### config.mk
export PLATFORM = sky130hd
export DESIGN_NAME = conv_issue_sequencer
export DESIGN_NICKNAME = d
export VERILOG_FILES = /design/src/rtl/conv_issue_sequencer.sv
export SDC_FILE = /design/constraint.sdc
export NUM_CORES = 1
export LEC_CHECK = 0
export CORE_ASPECT_RATIO = 1.75
export CORE_MARGIN = 8
export CORE_UTILIZATION = 45
export CTS_BUF_LIST = sky130_fd_sc_hd__clkbuf_8
export CTS_CLUSTER_SIZE = 16
export DETAILED_ROUTE_END_ITERATION = 6
export PLACE_DENSITY = 0.64
export SLEW_MARGIN = 30
export SYNTH_ARGS = -nofsm -noshare
export SYNTH_HDL_FRONTEND = slang
export SYNTH_SLANG_ARGS = --single-unit
### constraint.sdc
create_clock -name clk -period 3 [get_ports clk]
set_input_delay 0.3 -clock clk [delete_from_list [all_inputs] [get_ports clk]]
set_output_delay 0.3 -clock clk [all_outputs]
set_load 0.005 [all_outputs]
### src/rtl/conv_issue_sequencer.sv
// Issue sequencer for a KSIZE x KSIZE convolution: scans kernel taps per output pixel,
// feeds a fixed-latency MAC pipeline and tracks when each accumulated pixel exits.
module conv_issue_sequencer #(
  parameter int KSIZE   = 3,
  parameter int LATENCY = 7,
  parameter int DIM_W   = 8
) (
  input  logic             clk,
  input  logic             aclr,
  input  logic             start,
  input  logic [DIM_W-1:0] cfg_width,
  input  logic [DIM_W-1:0] cfg_height,
  input  logic             hold,
  output logic             issue_valid,
  output logic [DIM_W-1:0] tap_row,
  output logic [DIM_W-1:0] tap_col,
  output logic [DIM_W-1:0] out_row,
  output logic [DIM_W-1:0] out_col,
  output logic             first_tap,
  output logic             last_tap,
  output logic             result_valid,
  output logic [DIM_W-1:0] result_row,
  output logic [DIM_W-1:0] result_col,
  output logic             busy,
  output logic             done,
  output logic             err
);

  localparam int CNT_W = (LATENCY > 1) ? $clog2(LATENCY) : 1;
  localparam logic [DIM_W-1:0] K_DIM  = DIM_W'(KSIZE);
  localparam logic [DIM_W-1:0] K_LAST = DIM_W'(KSIZE - 1);
  localparam logic [CNT_W-1:0] DRAIN_LOAD = CNT_W'(LATENCY - 1);

  typedef enum logic [1:0] {IDLE, RUN, DRAIN, DONE} state_t;

  state_t           state_q, state_d;
  logic [DIM_W-1:0] cfg_w_q, cfg_w_d, cfg_h_q, cfg_h_d;
  logic             cfg_err_q, cfg_err_d;
  logic [DIM_W-1:0] tr_q, tr_d, tc_q, tc_d, or_q, or_d, oc_q, oc_d;
  logic [CNT_W-1:0] drain_q, drain_d;
  logic             pv_q [LATENCY];
  logic             pv_d [LATENCY];
  logic [DIM_W-1:0] pr_q [LATENCY];
  logic [DIM_W-1:0] pr_d [LATENCY];
  logic [DIM_W-1:0] pc_q [LATENCY];
  logic [DIM_W-1:0] pc_d [LATENCY];

  logic [DIM_W-1:0] oc_lim, or_lim;
  logic             tap_end;

  assign oc_lim  = cfg_w_q - K_DIM;
  assign or_lim  = cfg_h_q - K_DIM;
  assign tap_end = (tr_q == K_LAST) && (tc_q == K_LAST);

  assign issue_valid  = (state_q == RUN) && !hold;
  assign tap_row      = tr_q;
  assign tap_col      = tc_q;
  assign out_row      = or_q;
  assign out_col      = oc_q;
  assign first_tap    = issue_valid && (tr_q == '0) && (tc_q == '0);
  assign last_tap     = issue_valid && tap_end;
  assign result_valid = pv_q[LATENCY-1];
  assign result_row   = pr_q[LATENCY-1];
  assign result_col   = pc_q[LATENCY-1];
  assign busy         = (state_q != IDLE);
  assign done         = (state_q == DONE);
  assign err          = (state_q == DONE) && cfg_err_q;

  always_comb begin
    state_d   = state_q;
    cfg_w_d   = cfg_w_q;
    cfg_h_d   = cfg_h_q;
    cfg_err_d = cfg_err_q;
    tr_d      = tr_q;
    tc_d      = tc_q;
    or_d      = or_q;
    oc_d      = oc_q;
    drain_d   = drain_q;
    case (state_q)
      IDLE: if (start) begin
        cfg_w_d   = cfg_width;
        cfg_h_d   = cfg_height;
        tr_d      = '0;
        tc_d      = '0;
        or_d      = '0;
        oc_d      = '0;
        cfg_err_d = (cfg_width < K_DIM) || (cfg_height < K_DIM);
        state_d   = cfg_err_d ? DONE : RUN;
      end
      RUN: if (!hold) begin
        // tap_col fastest, out_row slowest; all wrap to 0 after the frame's final tap
        if (tc_q != K_LAST) tc_d = tc_q + DIM_W'(1);
        else begin
          tc_d = '0;
          if (tr_q != K_LAST) tr_d = tr_q + DIM_W'(1);
          else begin
            tr_d = '0;
            if (oc_q != oc_lim) oc_d = oc_q + DIM_W'(1);
            else begin
              oc_d = '0;
              if (or_q != or_lim) or_d = or_q + DIM_W'(1);
              else begin
                or_d    = '0;
                drain_d = DRAIN_LOAD;
                state_d = DRAIN;
              end
            end
          end
        end
      end
      DRAIN: begin
        if (drain_q == '0) state_d = DONE;
        else drain_d = drain_q - CNT_W'(1);
      end
      DONE: begin
        cfg_err_d = 1'b0;
        state_d   = IDLE;
      end
      default: state_d = IDLE;
    endcase
  end

  always_comb begin
    for (int i = 0; i < LATENCY; i++) begin
      pv_d[i] = 1'b0;
      pr_d[i] = '0;
      pc_d[i] = '0;
    end
    pv_d[0] = last_tap;
    pr_d[0] = or_q;
    pc_d[0] = oc_q;
    for (int i = 1; i < LATENCY; i++) begin
      pv_d[i] = pv_q[i-1];
      pr_d[i] = pr_q[i-1];
      pc_d[i] = pc_q[i-1];
    end
  end

  always_ff @(posedge clk) begin
    if (aclr) begin
      state_q   <= IDLE;
      cfg_w_q   <= '0;
      cfg_h_q   <= '0;
      cfg_err_q <= 1'b0;
      tr_q      <= '0;
      tc_q      <= '0;
      or_q      <= '0;
      oc_q      <= '0;
      drain_q   <= '0;
      for (int i = 0; i < LATENCY; i++) begin
        pv_q[i] <= 1'b0;
        pr_q[i] <= '0;
        pc_q[i] <= '0;
      end
    end else begin
      state_q   <= state_d;
      cfg_w_q   <= cfg_w_d;
      cfg_h_q   <= cfg_h_d;
      cfg_err_q <= cfg_err_d;
      tr_q      <= tr_d;
      tc_q      <= tc_d;
      or_q      <= or_d;
      oc_q      <= oc_d;
      drain_q   <= drain_d;
      for (int i = 0; i < LATENCY; i++) begin
        pv_q[i] <= pv_d[i];
        pr_q[i] <= pr_d[i];
        pc_q[i] <= pc_d[i];
      end
    end
  end

endmodule

==> flow_metrics.py, run 1 <==
# Synthesis and PnR figures
metrics = {
    "yosys": {
        "logic_family": "simple AND/OR/NAND/NOR gates",
        "ys_sh_aoi_pct": 8.263,
        "synth_top_cell_by_count": "dfxtp_1",
        "ys_sh_xor_pct": 5.048,
        "synthFlopType": "dfxtp_1",
    },
    "final_layout": {
        "antenna_cells": 0,
        "reg.largest.list": "pc_q (56), pr_q (56)",
        "flop_area_um2": 3465,
    },
    "power_and_ir_drop": {
        "powerClk_mw": 1.61,
        "p_sw_mw": 1.805,
        "p_leak_nw": 2.894,
    },
    "min_path": {
        "hold_class": "primary input to register",
        "hold_end": "pr_q[0][2]",
        "hold-path-cell-count": 2,
    },
    "worst_setup_path": {
        "rr_worst_depth": 10,
        "reg2reg_setup_slack_ns": 0.15,
        "cp_common_cell": "buf_4",
        "cpMaxStageDelayCell": "or4_4",
    },
    "timing": {
        "finalCritPeriodShare_pct": 95.14,
        "worst_pin_slew_ns": 0.6467,
        "setup_viol": 0,
        "finClkSkew_ns": 0.02097,
        "slew-limit-headroom_pct": 56.50,
    },
    "status": {
        "outcome": "complete, no violations",
    },
    "place": {
        "dp_slack_ns": 0.09434,
        "place_area_um2": 7259,
    },
    "global_routing": {
        "grt_pass1_wl_um": 21110,
        "gr-total-overflow": 0,
        "met3_usage_pct": 3.597,
    },
    "routing": {
        "route.detailed.drc": 0,
        "vias_per_cell": 5.019,
        "drtIter0Drc": 168,
    },
    "job": {
        "warnings": 34,
    },
    "clocking": {
        "clock-sinks": 173,
        "ctsResizeCount": 0,
    },
}
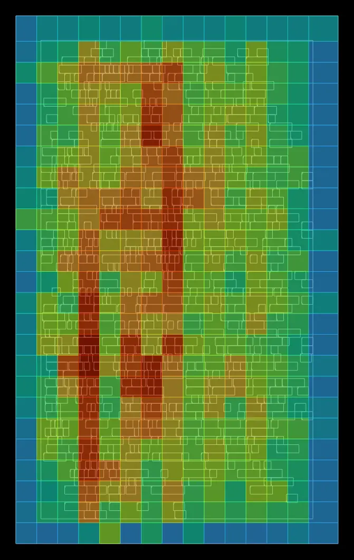
**Above:** run 1 (track usage over the die).
Core Util, Final: 54.59%
gr busiest metal: met2

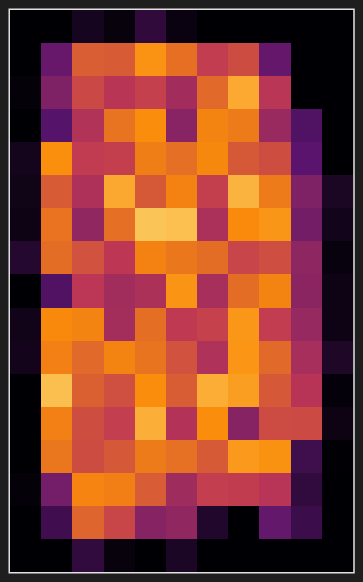
**Above:** run 1 (cell density map).
11 x 17 tiles, from black (low) to pale yellow (high), 0 to 100% covered.
The densest ninth of the die: centre. 20% of the tiles are nearly empty. 11% of the tiles are over 75% full. The mean over all tiles is 41%. The fullest tile reaches 87%.
Init Core Util: 45.37%
Core ar.: 14150 µm²

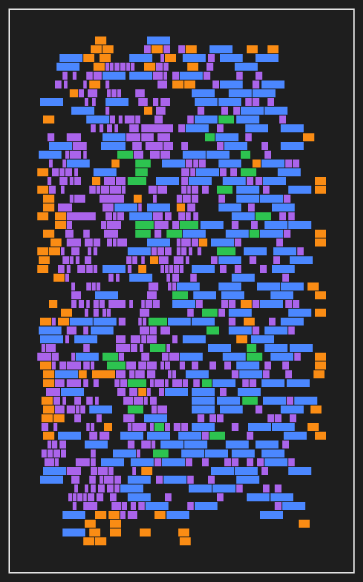
**Above:** run 1 (cells coloured by class).
remaining buffers and delay cells: shown in orange, cells 88, share of their area 11%. clock drivers and dummy loads: shown in green, cells 32, share of their area 5.6%. combinational and other logic: shown in purple, cells 436, share of their area 37%. sequential cells: shown in blue, cells 173, share of their area 46%.
proportion of cell area occupied by registers: 44.85%
fin area: 7725 µm²
std cell rows: 58

==> inputs of run 2 (changes only) <==
--- a/config.mk
+++ b/config.mk
@@ -5,6 +5,7 @@
 export SDC_FILE = /design/constraint.sdc
 export NUM_CORES = 1
 export LEC_CHECK = 0
+export ABC_CLOCK_PERIOD_IN_PS = 3000
 export CORE_ASPECT_RATIO = 1.75
 export CORE_MARGIN = 8
 export CORE_UTILIZATION = 45
==> flow_metrics.py, run 2 <==
# Synthesis and PnR figures
metrics = {
    "place": {
        "dp_slack_ns": 0.09434,
        "place_area_um2": 7259,
    },
    "final_layout": {
        "final_util_pct": 54.59,
        "final_area_um2": 7725,
        "flop_area_um2": 3465,
        "antenna_cells": 0,
        "reg.largest.list": "pc_q (56), pr_q (56)",
        "seq-cell-share_pct": 44.85,
    },
    "status": {
        "outcome": "complete, no violations",
    },
    "timing": {
        "slew-limit-headroom_pct": 56.50,
        "finClkSkew_ns": 0.02097,
        "setup_viol": 0,
        "slew_violations": 0,
        "final.min_clock_period_ns": 2.854,
        "finalCritPeriodShare_pct": 95.14,
        "worst_pin_slew_ns": 0.6467,
    },
    "min_path": {
        "hold_end": "pr_q[0][2]",
        "hold-path-cell-count": 2,
    },
    "yosys": {
        "synth_top_cell_by_count": "dfxtp_1",
        "mux_share_pct": 0.1559,
        "ys_sh_aoi_pct": 8.263,
        "ys_sh_xor_pct": 5.048,
        "logic_family": "simple AND/OR/NAND/NOR gates",
        "synthFlopType": "dfxtp_1",
    },
    "routing": {
        "route.detailed.drc": 0,
        "drtIter0Drc": 168,
        "vias_per_cell": 5.019,
    },
    "job": {
        "warnings": 34,
    },
    "worst_setup_path": {
        "reg2reg_setup_slack_ns": 0.15,
        "cp_common_cell": "buf_4",
        "startpoint": "cfg_h_q[0]",
        "cpMaxStageDelayCell": "or4_4",
    },
    "die": {
        "rows": 58,
        "initCoreUtil_pct": 45.37,
        "coreArea_um2": 14150,
    },
    "power_and_ir_drop": {
        "p_leak_nw": 2.894,
        "p_sw_mw": 1.805,
        "powerClk_mw": 1.61,
    },
    "global_routing": {
        "met1_usage_pct": 14.39,
        "grt_pass1_wl_um": 21110,
        "gr-total-overflow": 0,
        "grt.busiest_layer": "met2",
        "met2_usage_pct": 25.35,
    },
    "clocking": {
        "ctsResizeCount": 0,
    },
}
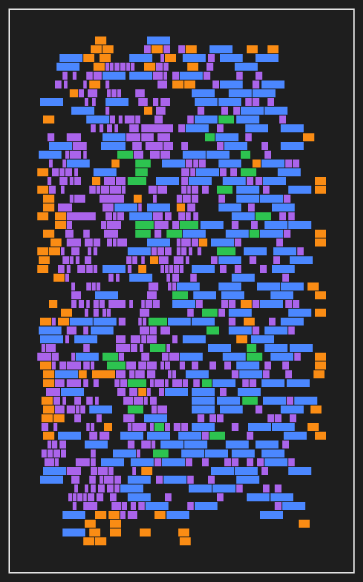
**Above:** run 2 (cells coloured by class).
sequential cells: shown in blue, cells 173, share of their area 46%. combinational and other logic: shown in purple, cells 436, share of their area 37%. remaining buffers and delay cells: shown in orange, cells 88, share of their area 11%. clock drivers and dummy loads: shown in green, cells 32, share of their area 5.6%.

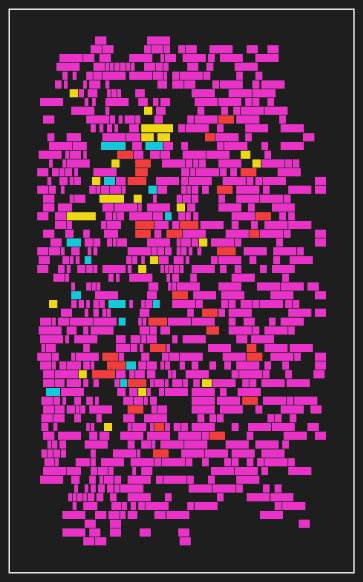
**Above:** run 2 (sizing map).
_2 cells: shown in cyan, cells 14, share 1.9%. _0 and _1 cells: shown in magenta, cells 663, share 91%. _6 and larger: shown in red, cells 31, share 4.3%. _3 and _4 cells: shown in yellow, cells 21, share 2.9%.

